$ cat src/rtl/alu_seq_pkg.sv
// Shared opcodes, ALU encodings, FSM states and strobe bundle for the
// register-file/ALU datapath sequencer.
package alu_seq_pkg;

  localparam logic [2:0] OP_ADD  = 3'b000;
  localparam logic [2:0] OP_SUB  = 3'b001;
  localparam logic [2:0] OP_AND  = 3'b010;
  localparam logic [2:0] OP_NOT  = 3'b011;
  localparam logic [2:0] OP_MOVI = 3'b100;
  localparam logic [2:0] OP_CMP  = 3'b101;

  localparam logic [1:0] ALU_ADD = 2'b00;
  localparam logic [1:0] ALU_SUB = 2'b01;
  localparam logic [1:0] ALU_AND = 2'b10;
  localparam logic [1:0] ALU_NOT = 2'b11;

  typedef enum logic [2:0] {
    S_IDLE = 3'd0,
    S_RD_A = 3'd1,
    S_RD_B = 3'd2,
    S_EXEC = 3'd3,
    S_WB   = 3'd4,
    S_DONE = 3'd5
  } state_t;

  typedef struct packed {
    logic       loada;
    logic       loadb;
    logic       asel;
    logic       loadc;
    logic       loads;
    logic       write;
    logic       vsel;
    logic       done;
    logic [1:0] alu_op;
  } strobe_t;

  // First state after accept; reserved opcodes complete without touching the datapath.
  function automatic state_t entry_state(input logic [2:0] op);
    state_t s;
    s = S_DONE;
    case (op)
      OP_ADD, OP_SUB, OP_AND, OP_CMP: s = S_RD_A;
      OP_NOT:                         s = S_RD_B;
      OP_MOVI:                        s = S_WB;
      default:                        s = S_DONE;
    endcase
    return s;
  endfunction

endpackage

$ cat src/rtl/alu_seq_decode.sv
// Moore strobe decoder: current state plus latched opcode/setflags to the
// datapath control strobes. Purely combinational.
module alu_seq_decode
  import alu_seq_pkg::*;
(
  input  state_t     state,
  input  logic [2:0] op,
  input  logic       setflags,
  output strobe_t    strobes
);

  always_comb begin
    strobes = '0;
    case (state)
      S_RD_A: strobes.loada = 1'b1;
      S_RD_B: strobes.loadb = 1'b1;
      S_EXEC: begin
        strobes.loadc = 1'b1;
        strobes.loads = setflags;
        case (op)
          OP_NOT: begin
            strobes.asel   = 1'b1;
            strobes.alu_op = ALU_NOT;
          end
          // CMP only exists to update the flags, so loads is forced.
          OP_CMP: begin
            strobes.alu_op = ALU_SUB;
            strobes.loads  = 1'b1;
          end
          default: strobes.alu_op = op[1:0];
        endcase
      end
      S_WB: begin
        strobes.write = 1'b1;
        strobes.vsel  = (op == OP_MOVI);
      end
      S_DONE:  strobes.done = 1'b1;
      default: strobes = '0;
    endcase
  end

endmodule

$ cat src/rtl/alu_op_sequencer.sv
// Multi-cycle control FSM for the 16-bit register-file/ALU datapath:
// accepts one command over valid/ready and steps the datapath strobes.
module alu_op_sequencer
  import alu_seq_pkg::*;
#(
  parameter int REG_AW = 3,
  parameter int DATA_W = 16
) (
  input  logic              clk,
  input  logic              rst_n,
  input  logic              cmd_valid,
  output logic              cmd_ready,
  input  logic [2:0]        cmd_op,
  input  logic [REG_AW-1:0] cmd_rd,
  input  logic [REG_AW-1:0] cmd_rn,
  input  logic [REG_AW-1:0] cmd_rm,
  input  logic [DATA_W-1:0] cmd_imm,
  input  logic              cmd_setflags,
  output logic [REG_AW-1:0] readnum,
  output logic [REG_AW-1:0] writenum,
  output logic              write,
  output logic              vsel,
  output logic [DATA_W-1:0] imm_out,
  output logic              loada,
  output logic              loadb,
  output logic              asel,
  output logic              loadc,
  output logic              loads,
  output logic [1:0]        alu_op,
  output logic              done,
  output logic              busy
);

  state_t            state, state_nxt;
  logic [2:0]        op_q;
  logic [REG_AW-1:0] rd_q, rn_q, rm_q;
  logic [DATA_W-1:0] imm_q;
  logic              setflags_q;
  logic              accept;
  strobe_t           strobes;

  assign accept = cmd_valid && cmd_ready;

  always_ff @(posedge clk or negedge rst_n) begin
    if (!rst_n) state <= S_IDLE;
    else        state <= state_nxt;
  end

  // The in-flight command is frozen here so later input changes cannot disturb it.
  always_ff @(posedge clk or negedge rst_n) begin
    if (!rst_n) begin
      op_q       <= '0;
      rd_q       <= '0;
      rn_q       <= '0;
      rm_q       <= '0;
      imm_q      <= '0;
      setflags_q <= 1'b0;
    end else if (accept) begin
      op_q       <= cmd_op;
      rd_q       <= cmd_rd;
      rn_q       <= cmd_rn;
      rm_q       <= cmd_rm;
      imm_q      <= cmd_imm;
      setflags_q <= cmd_setflags;
    end
  end

  always_comb begin
    state_nxt = state;
    case (state)
      S_IDLE:  if (cmd_valid) state_nxt = entry_state(cmd_op);
      S_RD_A:  state_nxt = S_RD_B;
      S_RD_B:  state_nxt = S_EXEC;
      S_EXEC:  state_nxt = (op_q == OP_CMP) ? S_DONE : S_WB;
      S_WB:    state_nxt = S_DONE;
      S_DONE:  state_nxt = S_IDLE;
      default: state_nxt = S_IDLE;
    endcase
  end

  alu_seq_decode u_decode (
    .state    (state),
    .op       (op_q),
    .setflags (setflags_q),
    .strobes  (strobes)
  );

  always_comb begin
    readnum  = '0;
    writenum = '0;
    if (state == S_RD_A) readnum = rn_q;
    if (state == S_RD_B) readnum = rm_q;
    if (state == S_WB)   writenum = rd_q;
  end

  assign cmd_ready = (state == S_IDLE);
  assign busy      = (state != S_IDLE);
  assign imm_out   = imm_q;
  assign loada     = strobes.loada;
  assign loadb     = strobes.loadb;
  assign asel      = strobes.asel;
  assign loadc     = strobes.loadc;
  assign loads     = strobes.loads;
  assign write     = strobes.write;
  assign vsel      = strobes.vsel;
  assign done      = strobes.done;
  assign alu_op    = strobes.alu_op;

endmodule

$ cat config.mk
export PLATFORM = sky130hd
export DESIGN_NAME = alu_op_sequencer
export DESIGN_NICKNAME = d
export VERILOG_FILES = /design/src/rtl/alu_seq_pkg.sv /design/src/rtl/alu_seq_decode.sv /design/src/rtl/alu_op_sequencer.sv
export SDC_FILE = /design/constraint.sdc
export NUM_CORES = 1
export LEC_CHECK = 0
export ABC_AREA = 1
export CELL_PAD_IN_SITES_DETAIL_PLACEMENT = 0
export CELL_PAD_IN_SITES_GLOBAL_PLACEMENT = 1
export CORE_MARGIN = 8
export CORE_UTILIZATION = 32
export CTS_CLUSTER_DIAMETER = 100
export DETAILED_ROUTE_END_ITERATION = 7
export GPL_ROUTABILITY_DRIVEN = 0
export MAX_ROUTING_LAYER = met4
export PLACE_DENSITY = 0.87
export REMOVE_ABC_BUFFERS = 1
export SETUP_SLACK_MARGIN = 0.4
export SLEW_MARGIN = 20
export SYNTH_ARGS = -nofsm -noshare
export SYNTH_HDL_FRONTEND = slang
export SYNTH_SLANG_ARGS = --single-unit
$ cat constraint.sdc
create_clock -name clk -period 3.35 [get_ports clk]
set_input_delay 0.67 -clock clk [delete_from_list [all_inputs] [get_ports clk]]
set_output_delay 0.67 -clock clk [all_outputs]
set_load 0.01 [all_outputs]
==> out/metrics.cfg <==
[status]
status=complete, no violations

[route]
drt-initial-drc-count=49
wl_um=3860
first_pass_iters=4
route.detailed.drc=0
wl_per_cell_um=13.0
avgViaCountPerCell=4.53
top_layer_used=met4
wl_met3_um=323
wl_met2_um=1790
ant_nets=0
wl_met1_um=1710

[synthesis]
synthTopCellsByArea=dfrtp_1 (53%), nand2_1 (15%), nand3_1 (10%), inv_1 (4.0%), nor2_1 (3.5%)
top_area_frac=0.532
ys_dominant_reg_cell=dfrtp_1
synth-area-yosys_um2=1510
yosysCellCount=178
syn-cell-area_um2=1510
netlist_top_cells_count=nand2_1 (59), dfrtp_1 (32), nand3_1 (30), inv_1 (16), nor2_1 (14)
yosysWarnings=0
ys_seq_elements=32
syn_area_per_cell_um2=8.46
synth_dominant_cell_count=nand2_1
synthArstFlopShare=1.00
edf_count=0
ys_seq_frac=0.532
largest_area_cell=dfrtp_1
synth_cells=178
yosysUniqueCellTypes=20

[worst_setup_path]
cp_max_fo=6
path_class=reg -> out
cp_num_buf_inv=2
crit_path_start_kind=flip-flop
required_ns=2.68
cp_slowest_cell=clkdlybuf4s50_1
critPathTopFamily=buffers and inverters
arrival_ns=1.86
path_cells=inv_1 > nand3_1 > nor4_1 > clkdlybuf4s50_1
end_kind=primary output
critPathMaxStageDelay_ns=0.60

[timing]
slew_headroom=0.531
timing.fmax_ghz=0.396
setup_tns_ns=0
worst_slack_ns=0.822
period_used_share=0.755
fin_crit_ns=2.53
worst_pin_slew_ns=0.703
finalHoldViolations=0

[power_and_ir_drop]
switching_share=0.388
p_clk_frac=0.143
vdd_drop_max_mv=0.402
combPwrFrac=0.503
finalPower_mw=1.91
power.leakage_nw=1.09
p_sw_mw=0.741
p_int_mw=1.17
seq_power_share=0.354

[min_path]
worstHoldPathType=in -> async

[floorplanning]
pin_count=66
core_area_um2=4630
die_h_um=84.6
die_x_um=84.6

[place]
detailed_place_hpwl_um=2830
place_ws_ns=1.13
place_area_um2=2170
io_buffer_count=65

[cts]
clock_latency_ns=0.28
htreeDepth=2
cts_tree=built
clk_pin_slew_ns=0.06
ctsHoldBuffers=0
clock-root-buffer=clkbuf_8

[global_routing]
grt.overflow.total=0
antenna_found_initial=0
grt_first_pass_wirelength_um=6690
grt_max_degree=37

[finish]
nets=275
final_area_um2=2240
utilization=0.485
syn_to_final_growth_pct=49.0
n_antenna_cell=0

[run]
warnings=25

-- metal layers --
layer	global-route usage	up-vias
li1	-	688
met1	0.135	607
met2	0.179	44
met3	0.0527	6
met4	0.0291	0
met5	-	-
-- through the flow --
| step | hold slack, ns | instances |
|---|---|---|
| finish | 0.434 | 297 |
| global placement | 0.453 | 290 |
| CTS | 0.471 | 297 |
| global route | 0.492 | 297 |
| detailed placement | 0.457 | 290 |
| floorplan | 0.374 | 170 |
-- placed cells by master, fill, tap and decap left out --
cell type,count
clkdlybuf4s50_1,64
nand2_1,59
dfrtp_1,32
nand3_1,30
inv_1,16
nor2_1,14
clkbuf_8,5
a21oi_2,4
a21oi_1,3
o21ai_2,3
nor2_4,1
nand2_4,1
inv_8,1
nor3_1,1
nor4_1,1
o21ai_0,1
nor3b_1,1
nand2_8,1
o211ai_1,1
clkinv_2,1
clkbuf_1,1
buf_2,1
buf_4,1
-- power by group through the flow --
| stage | logic (mW) | registers (mW) | clock network (mW) |
|---|---|---|---|
| 2_1_floorplan | 0.463 | 0.706 | 0 |
| 3_3_place_gp | 0.972 | 0.673 | 0 |
| 3_5_place_dp | 0.980 | 0.683 | 0 |
| 4_1_cts | 0.983 | 0.678 | 0.285 |
| 5_1_grt | 1.07 | 0.700 | 0.303 |
| 6_report | 0.959 | 0.676 | 0.273 |
-- area by class of cell --
cell class                      count  area, um^2
Inverter                           17        71.3
Fill cell                         471        2380
Tap cell                           54        67.6
Clock inverter                      1        5.00
Timing Repair Buffer               66         653
Clock buffer                        6        72.6
Sequential cell                    32         801
Multi-Input combinational cell    121         574
-- path summary, 6_finish.rpt --
path / slack [ns] / cells after the start / to / from
setup / recovery: 0.82 / 4 / asel / state[2]
hold / removal: 0.43 / 1 / op_q[1] / rst_n
setup reg to reg: 1.91 / 6 / setflags_q / state[1]
hold reg to reg: 0.47 / 2 / imm_out[10] / imm_out[10]
max in group asynchronous: 2.46 / 1 / imm_out[10] / rst_n
min in group clk: 0.47 / 2 / imm_out[10] / imm_out[10]
-- flip-flops by register name (all words and copies together), names as in the netlist --
register	flops
op_q	3
setflags_q	1
imm_out	16
rm_q	3
state	3
rd_q	3
rn_q	3
-- logic make-up (layout without fill, tap and decap cells) --
family | count (synthesis) | count (layout) | synth area share
simple gates | 109 | 109 | 0.322
buf+inv | 25 | 90 | 0.0872
compound gates | 12 | 12 | 0.0590
flops | 32 | 32 | 0.532
**Clock nets**

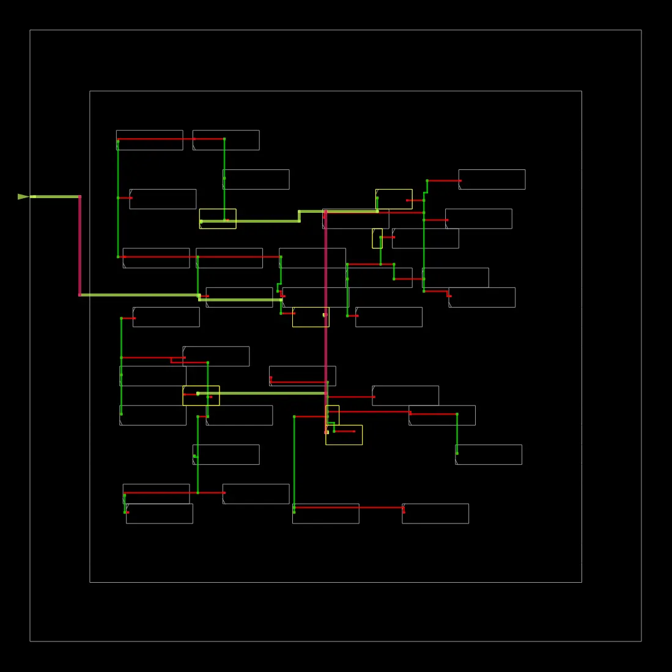
Final Skew: 0.00374 ns
clock buffers: 6
Inserted Clock Buffers: 5
clk pwr: 0.273 mW
TritonCTS Sinks: 32

**Placed cells, one colour a class**

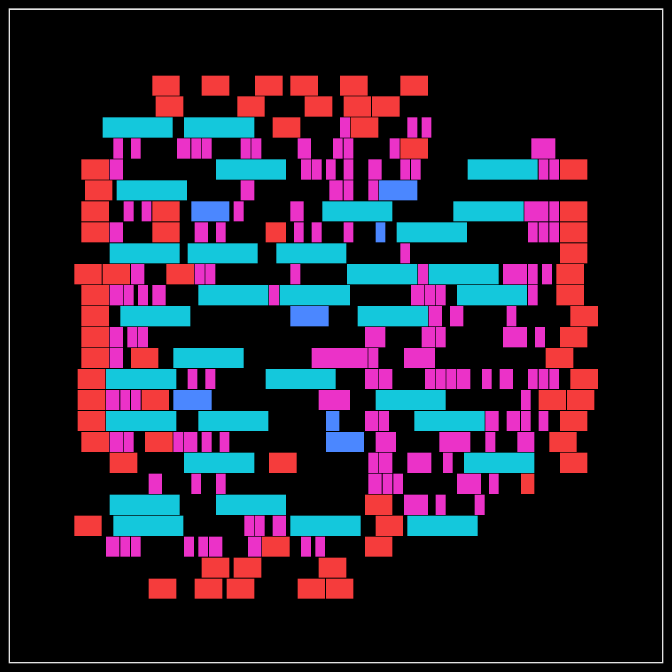
magenta -> all other logic  # cells 138
red -> other buffers and delay cells  # cells 66
cyan -> flip-flops  # cells 32
blue -> clock drivers and dummy loads  # cells 7

**Gate families picked out**

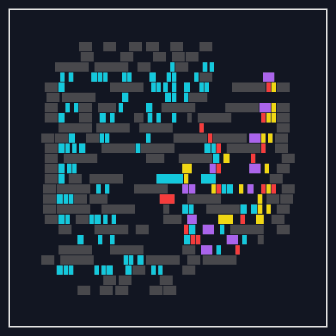
red -> inverters  # cells 17, most used inv_1
cyan -> NAND gates  # cells 91, most used nand2_1
yellow -> NOR gates  # cells 18, most used nor2_1, where right middle
purple -> inverting AOI/OAI gates  # cells 12, most used a21oi_2
final non-filler cell total: 297
multi-input gate share of total cell area: 0.256
Commonest Layout Cell: clkdlybuf4s50_1

**Clock network drawn from the DEF**

The bar under the picture is 20 um long.
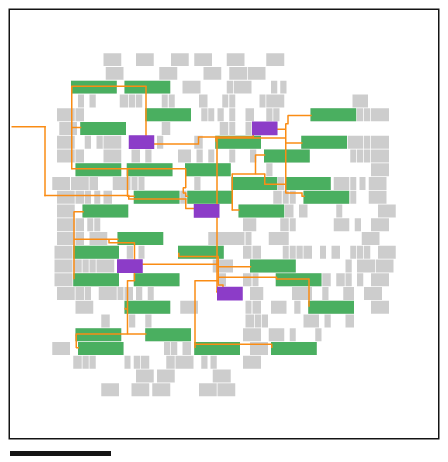
purple -> cells driving clock nets  # count 5
orange -> clock wires  # length 433 um
green -> flip-flops  # count 32
routed clock nets = 6

**Register map, names as in the netlist**

Other sequential cells in the stronger grey, the rest of the logic in the fainter grey.
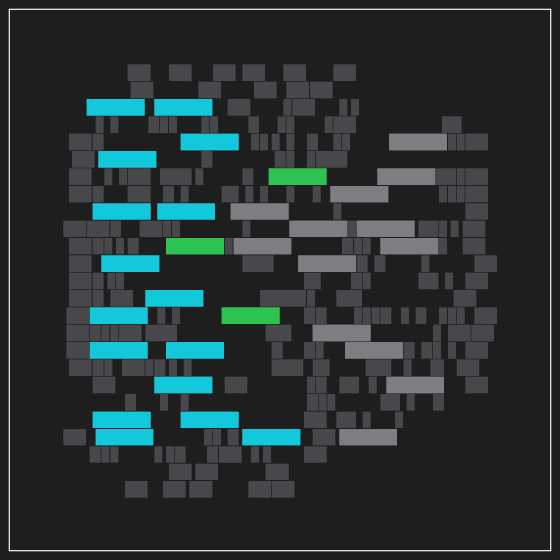
cyan -> imm_out  # sequential cells 16
green -> rm_q  # sequential cells 3
not coloured = 13

No activity file was given, so power comes from the tool's default toggle rates.
